==> config.mk <==
export PLATFORM = sky130hd
export DESIGN_NAME = fuzzy_frame_loader
export DESIGN_NICKNAME = d
export VERILOG_FILES = /design/src/rtl/fuzzy_pkg.sv /design/src/rtl/pin_sync.sv /design/src/rtl/pin_sync_vec.sv /design/src/rtl/fuzzy_frame_loader.sv
export SDC_FILE = /design/constraint.sdc
export NUM_CORES = 1
export LEC_CHECK = 0
export CAP_MARGIN = 10
export CORE_MARGIN = 4
export CORE_UTILIZATION = 51
export CTS_BUF_LIST = sky130_fd_sc_hd__clkbuf_16
export CTS_CLUSTER_DIAMETER = 100
export DETAILED_ROUTE_END_ITERATION = 10
export GPL_TIMING_DRIVEN = 1
export PLACE_DENSITY_LB_ADDON = 0.2
export SLEW_MARGIN = 15
export SYNTH_ARGS = -nofsm -noshare
export SYNTH_HDL_FRONTEND = slang
export SYNTH_SLANG_ARGS = --single-unit
==> constraint.sdc <==
create_clock -name clk -period 2.6 [get_ports clk]
set_input_delay 0.26 -clock clk [delete_from_list [all_inputs] [get_ports clk]]
set_output_delay 0.26 -clock clk [all_outputs]
set_load 0.1 [all_outputs]
==> src/rtl/fuzzy_pkg.sv <==
// Shared types and helpers for the fuzzy risk evaluator front end.
package fuzzy_pkg;

    localparam int BYTE_W         = 8;
    localparam int MAX_IN         = 8;
    localparam int NUM_IN_DEFAULT = 3;

    typedef enum logic [1:0] {
        IDLE    = 2'd0,
        COLLECT = 2'd1,
        CHECK   = 2'd2,
        HOLD    = 2'd3
    } state_t;

    // XOR of the first n bytes of a frame; unused upper bytes are ignored.
    function automatic logic [BYTE_W-1:0] frame_csum(
        input logic [MAX_IN*BYTE_W-1:0] bytes,
        input int unsigned              n
    );
        logic [BYTE_W-1:0] acc;
        acc = '0;
        for (int unsigned i = 0; i < MAX_IN; i++) begin
            if (i < n) acc ^= bytes[i*BYTE_W +: BYTE_W];
        end
        return acc;
    endfunction

endpackage

==> src/rtl/pin_sync.sv <==
// Multi-stage synchronizer for a single pin with rising-edge pulse output.
module pin_sync #(
    parameter int STAGES = 2
) (
    input  logic clk,
    input  logic rst,
    input  logic d,
    output logic rise
);

    logic [STAGES-1:0] q;
    logic              prev;

    always_ff @(posedge clk or posedge rst) begin
        if (rst) begin
            q    <= '0;
            prev <= 1'b0;
        end else begin
            q    <= {q[STAGES-2:0], d};
            prev <= q[STAGES-1];
        end
    end

    assign rise = q[STAGES-1] & ~prev;

endmodule

==> src/rtl/pin_sync_vec.sv <==
// Multi-stage synchronizer for a pin bus; no edge detection.
module pin_sync_vec #(
    parameter int STAGES = 2,
    parameter int WIDTH  = 8
) (
    input  logic             clk,
    input  logic             rst,
    input  logic [WIDTH-1:0] d,
    output logic [WIDTH-1:0] q_out
);

    logic [WIDTH-1:0] q [STAGES];

    always_ff @(posedge clk or posedge rst) begin
        if (rst) begin
            for (int i = 0; i < STAGES; i++) q[i] <= '0;
        end else begin
            q[0] <= d;
            for (int i = 1; i < STAGES; i++) q[i] <= q[i-1];
        end
    end

    assign q_out = q[STAGES-1];

endmodule

==> src/rtl/fuzzy_frame_loader.sv <==
// Collects strobed pin bytes into a checksummed frame and hands the verified
// vector to the fuzzy core over valid/ready.
//
//   state   | meaning
//   --------+-----------------------------------------------------------
//   IDLE    | waiting for the first byte of a frame
//   COLLECT | storing payload bytes, then the checksum byte; gap timer runs
//   CHECK   | one cycle to act on the checksum compare result
//   HOLD    | verified frame presented, waiting for frame_ready
module fuzzy_frame_loader
    import fuzzy_pkg::*;
#(
    parameter int NUM_IN      = NUM_IN_DEFAULT,
    parameter int TIMEOUT     = 1000,
    parameter int SYNC_STAGES = 2
) (
    input  logic                       clk,
    input  logic                       rst,
    input  logic                       ss,
    input  logic [BYTE_W-1:0]          data_bus,
    output logic [NUM_IN*BYTE_W-1:0]   in_vec,
    output logic                       frame_valid,
    input  logic                       frame_ready,
    output logic                       err_csum,
    output logic                       err_timeout,
    output logic                       err_overrun,
    output logic                       busy
);

    localparam int CNT_W = $clog2(NUM_IN + 1);
    localparam int GAP_W = $clog2(TIMEOUT + 1);

    logic                      stb;
    logic [BYTE_W-1:0]         data_s;
    state_t                    state;
    logic [CNT_W-1:0]          cnt;
    logic [GAP_W-1:0]          gap;
    logic [NUM_IN*BYTE_W-1:0]  frame_buf;
    logic [MAX_IN*BYTE_W-1:0]  frame_pad;
    logic                      csum_ok;

    pin_sync #(.STAGES(SYNC_STAGES)) u_ss_sync (
        .clk  (clk),
        .rst  (rst),
        .d    (ss),
        .rise (stb)
    );

    pin_sync_vec #(.STAGES(SYNC_STAGES), .WIDTH(BYTE_W)) u_data_sync (
        .clk   (clk),
        .rst   (rst),
        .d     (data_bus),
        .q_out (data_s)
    );

    assign frame_pad = (MAX_IN*BYTE_W)'(frame_buf);

    always_ff @(posedge clk or posedge rst) begin
        if (rst) begin
            state       <= IDLE;
            cnt         <= '0;
            gap         <= '0;
            frame_buf   <= '0;
            csum_ok     <= 1'b0;
            in_vec      <= '0;
            frame_valid <= 1'b0;
            err_csum    <= 1'b0;
            err_timeout <= 1'b0;
            err_overrun <= 1'b0;
            busy        <= 1'b0;
        end else begin
            err_csum    <= 1'b0;
            err_timeout <= 1'b0;
            err_overrun <= 1'b0;
            case (state)
                IDLE: begin
                    gap <= '0;
                    if (stb) begin
                        frame_buf[BYTE_W-1:0] <= data_s;
                        cnt                   <= CNT_W'(1);
                        busy                  <= 1'b1;
                        state                 <= COLLECT;
                    end
                end
                COLLECT: begin
                    // Timeout wins over a coincident strobe; that byte is lost.
                    if (gap == GAP_W'(TIMEOUT)) begin
                        err_timeout <= 1'b1;
                        cnt         <= '0;
                        gap         <= '0;
                        busy        <= 1'b0;
                        state       <= IDLE;
                    end else if (stb) begin
                        gap <= '0;
                        if (cnt == CNT_W'(NUM_IN)) begin
                            csum_ok <= (frame_csum(frame_pad, NUM_IN) == data_s);
                            state   <= CHECK;
                        end else begin
                            frame_buf[BYTE_W*cnt +: BYTE_W] <= data_s;
                            cnt                             <= cnt + CNT_W'(1);
                        end
                    end else begin
                        gap <= gap + GAP_W'(1);
                    end
                end
                CHECK: begin
                    cnt  <= '0;
                    busy <= 1'b0;
                    if (csum_ok) begin
                        in_vec      <= frame_buf;
                        frame_valid <= 1'b1;
                        state       <= HOLD;
                    end else begin
                        err_csum <= 1'b1;
                        state    <= IDLE;
                    end
                end
                HOLD: begin
                    if (stb) err_overrun <= 1'b1;
                    if (frame_ready) begin
                        frame_valid <= 1'b0;
                        state       <= IDLE;
                    end
                end
                default: state <= IDLE;
            endcase
        end
    end

endmodule
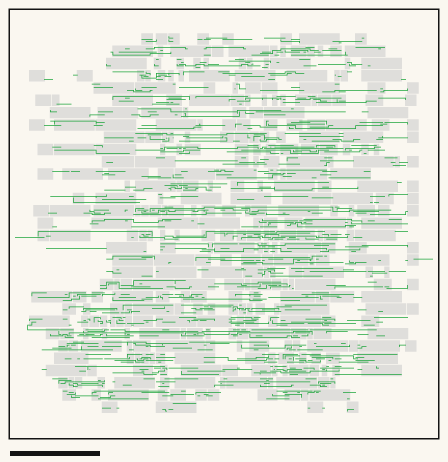
Run 1: met1 routing
The bar under the picture is 20 microns long. Cells faint in the background.
- nets with wire on the layer: 354
- longest straight run: 28.5 microns
- wire length on this layer: 3440 microns
- main direction: horizontal
- share of all routed wire: 50%

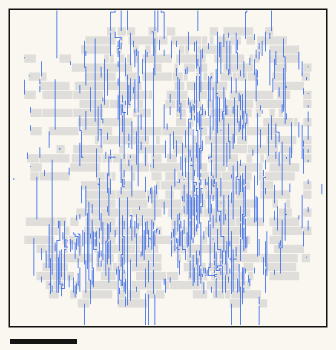
Run 1: met2 routing
The bar under the picture is 20 microns long. Cells faint in the background.
- main direction: vertical
- nets with wire on the layer: 330
- longest straight run: 38.1 microns
Vias: 2481
GRT met2 Usage: 25.2%

==> Slide: Implementation Results, run 1 <==
Run Summary

Final timing
  • Slew margin rel.: 46.1%
  • Hold slack: 0.280 ns
  • Hold Fails Final Rpt: 0
  • Least-Margin Pin Slew: 0.804 ns
  • Setup violators final: 0

Global route
  • Vias in the first global route: 2466
  • GRT overflow: 0

Floorplan
  • Fp util: 52.7%
  • Chip area: 0.00899 sq mm

Yosys
  • Synth Register Bits: 87
  • Yosys stat chip area: just under 0.004 sq mm
  • Synthesized area: between 0.003 and 0.004 sq mm
  • Ys cells: between 300 and 400

Final layout
  • Layout cell share with drive strength beyond 1: 19.0%
  • Design Area, Final: roughly 0.0047 sq mm
  • Util after Layout: 63.8%

Routing
  • Wirelength, routed: between 6 and 7 mm
  • Max Used Layer: met4
  • Met3 routed WL: 271 microns
  • Drt first pass iters: 4

Clock tree
  • CTS clk-pin slew, worst paths: 0.06 ns
  • Later-pin clock latency in the skew report: between 0.3 and 0.4 ns

Pwr
  • Int Pwr: slightly above 3 mW
  • Switching share of power: 32.2%
  • Comb group: 1.34 mW

Setup path
  • CP Launch Type: flop
  • Required time worst endpoint: 2.85 ns

Status
  • Outcome: complete, no violations

Placement
  • Area after DPL: between 0.004 and 0.005 sq mm
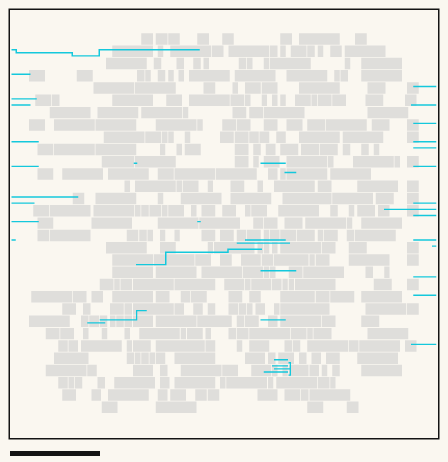
Run 1: M3 wires
The bar under the picture is 20 microns long. Cells faint in the background.
- share of all routed wire: 3.9%
- longest straight run: 22.1 microns

==> run 1: area by class of cell <==
type | count | area (sq um)
clock inverters | 6 | 110
flip-flops and latches | 87 | 2180
inverters | 29 | 110
multi-input cells | 207 | 1520
clock buffers | 9 | 225
repair buffers | 46 | 385
fillers | 579 | 2640
well taps | 99 | 124
==> run 1: cells in the final DEF (no fill, tap or decap), types with 2 or more instances in the layout <==
cell type and n:
clkdlybuf4s50_1 11, nor2b_1 4, nand2_1 41, nor4_4 2
nor3_1 2, dfrtp_1 87, o21ai_0 20, bufinv_16 3
and2_1 4, buf_4 34, xnor2_1 21, mux2i_1 19
a22o_1 4, and3_1 7, nor2_1 7, nand2b_1 3
mux2_2 16, nand4_1 3, clkbuf_16 9, inv_1 28
a21oi_1 9, nand3_1 6, a31oi_1 4, xor2_1 5
ha_1 11
==> run 1: flip-flops by register name, summed over array words and instances, names as in the netlist <==
name               cells
u_data_sync.q          8
busy                   1
in_vec                24
cnt                    2
csum_ok                1
err_csum               1
err_overrun            1
frame_buf             24
err_timeout            1
u_ss_sync.q            2
frame_valid            1
u_ss_sync.prev         1
gap                   10
state                  2
u_data_sync.q_out      8
==> run 1: cells by family (layout without fill, tap and decap cells) <==
| logic type | count (synthesis) | after routing | synth area share (%) |
|---|---|---|---|
| AOI/OAI and AO/OA | 49 | 49 | 8.20 |
| xor gates and xnor gates | 26 | 26 | 5.92 |
| adders and majority gates | 11 | 11 | 3.58 |
| buffers and inverters | 38 | 90 | 3.78 |
| DFF | 87 | 87 | 56.6 |
| muxes | 36 | 36 | 10.0 |
| and+or+nand+nor | 85 | 85 | 11.8 |
==> run 1: cells in the mapped netlist, types with 2 or more instances <==
library cell  count
ha_1             11
xnor2_1          21
nand4_1           3
o21ai_0          20
a31oi_1           4
mux2_2           16
dfrtp_1          87
clkbuf_1          6
inv_1            29
a21oi_1           9
and2_1            4
mux2i_1          19
nor4_4            2
nor2b_1           4
xor2_1            5
nand2b_1          3
nand3_1           6
buf_2             2
nand2_1          41
nor2_1            7
and3_1            7
nor3_1            2
a22o_1            4
==> run 1: metrics by stage <==
step / setup slack [ns] / power [mW] / instances
final: 0.441 / 4.52 / 483
after global routing: 0.288 / 4.79 / 483
after CTS: 0.433 / 4.55 / 483
after detailed placement: 0.440 / 3.10 / 468
after global placement: 0.513 / 3.07 / 468
after floorplan: 0.0898 / 2.77 / 332
==> run 1: how the worst max path moves through the flow <==
| stage | from | endpoint | slack, ns | depth (start not counted) |
|---|---|---|---|---|
| 6_report | cnt[0]$_DFFE_PP0P_ | frame_buf[6]$_DFFE_PP0P_ | 0.44 | 5 |
| 5_1_grt | state[1]$_DFFE_PP0P_ | frame_buf[23]$_DFFE_PP0P_ | 0.29 | 5 |
| 4_1_cts | cnt[0]$_DFFE_PP0P_ | frame_buf[5]$_DFFE_PP0P_ | 0.43 | 5 |
| 3_5_place_dp | cnt[0]$_DFFE_PP0P_ | frame_buf[6]$_DFFE_PP0P_ | 0.44 | 5 |
| 3_3_place_gp | state[1]$_DFFE_PP0P_ | frame_buf[23]$_DFFE_PP0P_ | 0.51 | 5 |
| 2_1_floorplan | rst | busy$_DFFE_PP0P_ | 0.09 | 1 |
==> run 2: changes to the inputs <==
Clock period 2.6 ns to 1.8 ns, I/O delays scaled along.
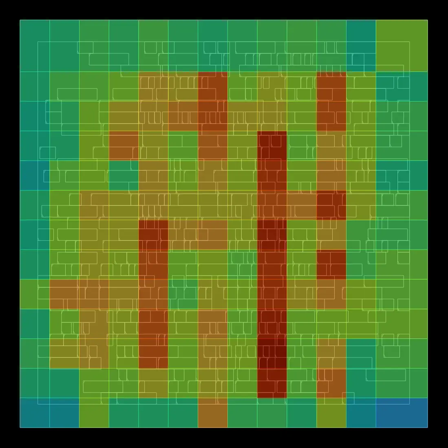
Run 2: routing congestion
Routed WL per cell: 14.8 microns
GRT met1 Usage: 26.1%
busiest grt layer: met2
GRT met2 Usage: 28.7%

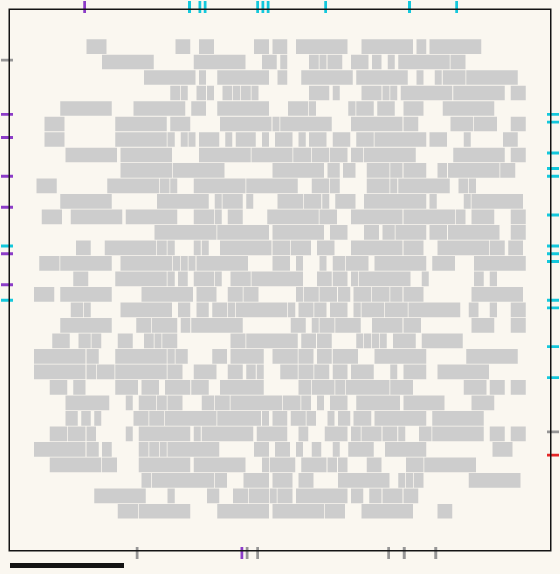
Run 2: pin placement
The bar under the picture is 20 microns long. Pins as bars across the die edge, other pins in gray.
- cyan: `in_vec` (pins 24; direction output; edge 13 right, 9 top, 2 left)
- purple: `data_bus` (pins 8; direction input; edge 6 left, 1 top, 1 bottom)
- red: `rst` (pins 1; direction input; edge right)
- all pins by edge: 15 right, 10 top, 9 left, 7 bottom

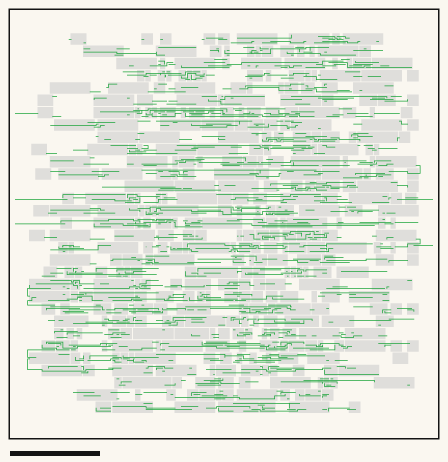
Run 2: met1 routing
The bar under the picture is 20 microns long. Cells faint in the background.
- share of all routed wire: 48%
- nets with wire on the layer: 394
wirelength, routed: 7.65 mm
Vias: 2578

==> run 2 against run 1 <==
Net effect: the flow now finishes with violations (negative setup slack); synthesized cell count did not move; clock-buffer cell count did not move; sequential share of layout area fell by 3.3 points; register-to-register slack got worse by 0.49 ns; core utilization rose by 4.8 points; critical path depth rose by 3; global-route usage rose by 1.4 points; clock power rose by 47%; fmax rose by 17%; largest power group unchanged.
==> Slide: Implementation Results, run 2 <==
Run Summary

Clock tree
  • CTS clk-pin slew, worst paths: 0.07 ns
  • Later-pin clock latency in the skew report: around 0.33 ns

Final timing
  • Slew margin rel.: 61.7%
  • Least-Margin Pin Slew: around 0.57 ns
  • Setup violators final: 8
  • Hold slack: 0.253 ns
  • Count of final max-slew check failures: 0
  • Setup slack after layout: -0.0520 ns
  • Hold Fails Final Rpt: 0

Status
  • Failing checks: negative setup slack
  • Outcome: finished with violations

Floorplan
  • Core area: 0.00729 sq mm
  • Chip Height: 94.8 microns
  • Chip area: ~0.0090 sq mm
  • Top Ports: 41
  • Fp util: 52.7%

Pwr
  • Int Pwr: between 4 and 5 mW
  • Switching share of power: 32.4%

Final layout
  • Top cell excl fill/tap: dfrtp_1
  • Fin nets: about 440
  • Top cells excl fill/tap: dfrtp_1 (87), buf_4 (61), nand2_1 (41)
  • Largest registers: frame_buf (24), in_vec (24), gap (10)
  • Layout cell share with drive strength beyond 1: 27.5%
  • Logic area: 0.00155 sq mm
  • Reg area: roughly 0.0022 sq mm
  • Filler Cells Inserted: 542
  • Design Area, Final: 0.00500 sq mm

Placement
  • Post-place setup slack: -0.136 ns
  • Area after DPL: about 0.0046 sq mm

Yosys
  • Top-count cell post-synth: dfrtp_1
  • Synth Register Bits: 87
  • Yosys stat chip area: 0.00384 sq mm
  • Ys cells: 332
  • Most frequent cells after synthesis: dfrtp_1 (87), nand2_1 (41), inv_1 (29), xnor2_1 (21), o21ai_0 (20)
  • Synthesized area: a little under 0.004 sq mm
  • FFs w/ async S/R, synth: 100%

Routing
  • Starting DRT DRC Count: between 80 and 90
  • Antenna viol nets, final: 0
  • Drt first pass iters: 4

Global route
  • Vias in the first global route: between 2000 and 3000
  • GRT overflow: 0
  • Antenna violations before repair: 0

Setup path
  • Launch point of the worst path: gap[0]$_DFFE_PP0P_
  • Required time worst endpoint: 2.02 ns
  • CP Launch Type: flop

Run
  • Max Cap Viol: 0
run 2: cell type report:
class	instances	share of cell area [%]
tap	99	2.48
sequential	87	43.5
clock inverter	6	2.35
multi-input combinational	207	31.0
inverter	29	2.25
clock buffer	9	4.50
timing repair buffer	80	13.9
run 2: power groups by stage:
| stage | Combinational, mW | Clock, mW | Sequential, mW |
|---|---|---|---|
| 2_1_floorplan | 1.44 | 0 | 2.56 |
| 3_3_place_gp | 2.26 | 0 | 2.51 |
| 3_5_place_dp | 2.30 | 0 | 2.54 |
| 4_1_cts | 2.38 | 2.15 | 2.51 |
| 5_1_grt | 2.70 | 2.24 | 2.55 |
| 6_report | 2.46 | 2.12 | 2.52 |
run 2: worst paths after layout:
| check | end | slack (ns) | cells past startpoint |
|---|---|---|---|
| max in group asynchronous | u_data_sync.q[9]$_DFF_PP0_ | 1.01 | 3 |
| worst min-delay path | in_vec[15]$_DFFE_PP0P_ | 0.25 | 2 |
| worst min register to register | u_data_sync.q_out[0]$_DFF_PP0_ | 0.35 | 0 |
| min in group clk | u_data_sync.q[12]$_DFF_PP0_ | 0.28 | 1 |
| worst max register to register | frame_buf[10]$_DFFE_PP0P_ | -0.05 | 8 |
| worst max-delay path | frame_buf[10]$_DFFE_PP0P_ | -0.05 | 8 |
run 2: cells by family after synthesis:
logic type                 share of synthesized area [%]
DFF                                                 56.6
xor gates and xnor gates                            5.92
and+or+nand+nor                                     11.8
adders and majority gates                           3.58
buffers and inverters                               3.78
muxes                                               10.0
AOI/OAI and AO/OA                                   8.20
run 2: layer usage:
layer  GRT usage (%)  part of all wire (%)  up-vias
met5               0                     0        -
met4            7.81                   1.5        0
met3            3.11                   3.8        7
met2            28.7                    47       51
met1            26.1                    48     1233
li1                -                     -     1287
run 2: per-stage QoR:
stage                     total power, mW  util, %  instances
after global routing                 7.49     68.6        517
after global placement               4.77     62.5        495
after detailed placement             4.84     62.5        495
after floorplan                      4.00        -        332
after CTS                            7.04     67.6        512
final                                7.09     68.6        517
run 2: what timing repair did:
item | CTS | global route
buffers inserted | 2 | 5
setup endpoints to repair | 30 | 31
endpoints found under the hold margin | 0 | 0
pin swaps | 1 | 4
hold buffers | 0 | 0
resized | 5 | 9
run 2: critical path, stage by stage, from the launching register on:
cell and delay, ns:
dfrtp_1 0.40, inv_2 0.07, ha_1 0.14, nand4b_1 0.18, o31ai_4 0.30, buf_4 0.16
nor4_4 0.03, buf_6 0.15, mux2_4 0.30
==> run 3: changes to the inputs <==
Settings changed: CORE_ASPECT_RATIO set to 2, CORE_UTILIZATION 51 to 49.
Clock period 1.8 ns to 1.6 ns, I/O delays scaled along.
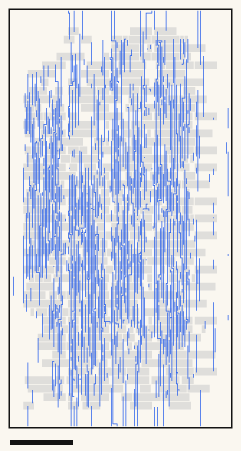
Run 3: met2 routing
The bar under the picture is 20 microns long. Cells faint in the background.
- share of all routed wire: 60%
- main direction: vertical
- wire length on this layer: 5990 microns
- nets with wire on the layer: 405
Vias: 2838
wirelength, routed: 9.97 mm

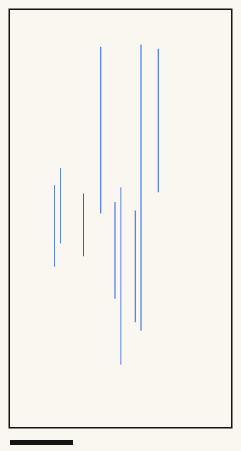
Run 3: signal wires on met4
The bar under the picture is 20 microns long.
- main direction: vertical
- nets with wire on the layer: 9

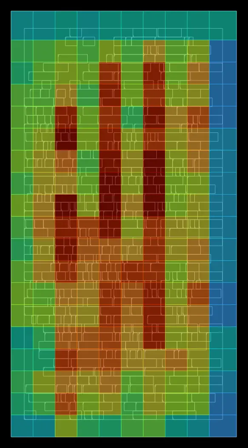
Run 3: routing congestion
Routed WL per cell: 18.6 microns
GRT met2 Usage: 40.4%
GR Util met3: 3.25%
Util after Layout: 74.9%

==> run 3 against run 2 <==
Net effect: the flow still finishes with violations (negative setup slack); highest routed layer unchanged; wire length up 30%; power up 20%; register-to-register slack worse by 0.19 ns; critical path depth unchanged.
==> Slide: Implementation Results, run 3 <==
Run Summary

Clock tree
  • CTS clk-pin slew, worst paths: 0.06 ns
  • Later-pin clock latency in the skew report: around 0.34 ns
  • H-tree Lvls: 3

Final timing
  • Setup violators final: 39
  • Total negative slack: -6.32 ns
  • Setup slack after layout: -0.245 ns
  • Hold slack: roughly 0.26 ns
  • Least-Margin Pin Slew: 0.387 ns
  • Slew margin rel.: 74.2%
  • Count of final max-slew check failures: 0

Setup path
  • R2r endpoint: cnt[1]$_DFFE_PP0P_
  • CP Launch Type: flop
  • Required time worst endpoint: 1.82 ns
  • Setup slack, reg-to-reg: -0.25 ns
  • CP Capture Point: cnt[1]$_DFFE_PP0P_

Yosys
  • Top-count cell post-synth: dfrtp_1
  • Synth Register Bits: ~87
  • Synth Net Count: 355
  • Most frequent cells after synthesis: dfrtp_1 (87), nand2_1 (41), inv_1 (29), xnor2_1 (21), o21ai_0 (20)
  • Main area contributors: dfrtp_1 (57%), mux2i_1 (4.9%), xnor2_1 (4.8%), mux2_2 (4.7%), nand2_1 (4.0%)
  • Ys cells: approximately 330
  • FFs w/ async S/R, synth: 100%
  • Yosys stat chip area: 0.00384 sq mm
  • Synthesized area: 0.00384 sq mm

Global route
  • Vias in the first global route: 3056
  • GRT overflow: 0
  • Antenna violations before repair: 0
  • GRT met1 Usage: around a fifth
  • Busiest grt layer: met2

Status
  • Failing checks: negative setup slack
  • Outcome: finished with violations

Routing
  • Vias per Instance: around 5.3
  • Starting DRT DRC Count: 204
  • Drt first pass iters: 4
  • Antenna viol nets, final: 0

Placement
  • Post-place setup slack: -0.203 ns

Final layout
  • Largest registers: frame_buf (24), in_vec (24), gap (10)
  • Fin nets: 459
  • Top cells excl fill/tap: dfrtp_1 (87), buf_4 (48), nand2_1 (38)

Floorplan
  • Chip Height: 133 microns
  • Chip area: approximately 0.0094 sq mm
  • Top Ports: 41
  • Fp util: 50.6%
run 3: power breakdown:
group | internal, mW | switching (mW) | leakage (nW) | total [mW]
clock | 1.21 | 0.872 | 0.143 | 2.08
combinational | 1.77 | 1.79 | 1.31 | 3.56
sequential | 2.53 | 0.311 | 1.15 | 2.84
total | 5.51 | 2.97 | 2.60 | 8.48
run 3: per-stage QoR:
step	power (mW)	std cells	area, sq um
after floorplan	4.59	332	3890
after global placement	5.64	506	5060
after detailed placement	5.74	506	5060
after CTS	8.22	534	5570
after global routing	8.90	535	5690
final	8.48	535	5690
run 3: cells by family after synthesis:
group	Yosys count	share of synthesized area [%]
xor gates and xnor gates	26	5.92
adders and majority gates	11	3.58
and+or+nand+nor	85	11.8
DFF	87	56.6
AOI/OAI and AO/OA	49	8.20
buffers and inverters	38	3.78
muxes	36	10.0
run 3: critical path, cell delays in order (launching register included):
cell	delay [ns]
dfrtp_1	0.39
inv_2	0.09
ha_4	0.13
nand4b_1	0.18
o31ai_4	0.37
buf_6	0.20
buf_4	0.12
o21a_1	0.16
o22ai_2	0.09
run 3: layout make-up:
class                   count  area, sq um
inverters                  29          118
multi-input cells         208         1740
clock buffers               9          225
clock inverters             7         72.6
fillers                   484         1910
repair buffers            101         1250
flip-flops and latches     87         2180
well taps                  94          118
run 3: worst min-delay path by stage:
stage / startpoint / to / slack [ns] / cells past startpoint
final: data_bus[5] / u_data_sync.q[13]$_DFF_PP0_ / 0.26 / 1
after global routing: data_bus[5] / u_data_sync.q[13]$_DFF_PP0_ / 0.25 / 1
after CTS: data_bus[5] / u_data_sync.q[13]$_DFF_PP0_ / 0.25 / 1
after detailed placement: u_data_sync.q[14]$_DFF_PP0_ / u_data_sync.q_out[6]$_DFF_PP0_ / 0.34 / 0
after global placement: u_data_sync.q[14]$_DFF_PP0_ / u_data_sync.q_out[6]$_DFF_PP0_ / 0.33 / 0
after floorplan: data_bus[2] / u_data_sync.q[10]$_DFF_PP0_ / 0.19 / 0
run 3: what timing repair did:
action,CTS,global route
setup endpoints to repair,40,47
pin swaps,8,4
gates resized,25,21
setup buffers,11,4
hold buffers,0,0
cloned,1,1
run 3: metal layers:
metal,wire length [microns],share of wire [%]
met2,5990,60
met4,381,3.8
met1,3400,34
met5,0,0
met3,198,2.0
Power figures rest on the tool's default switching activity, not on a simulated workload.
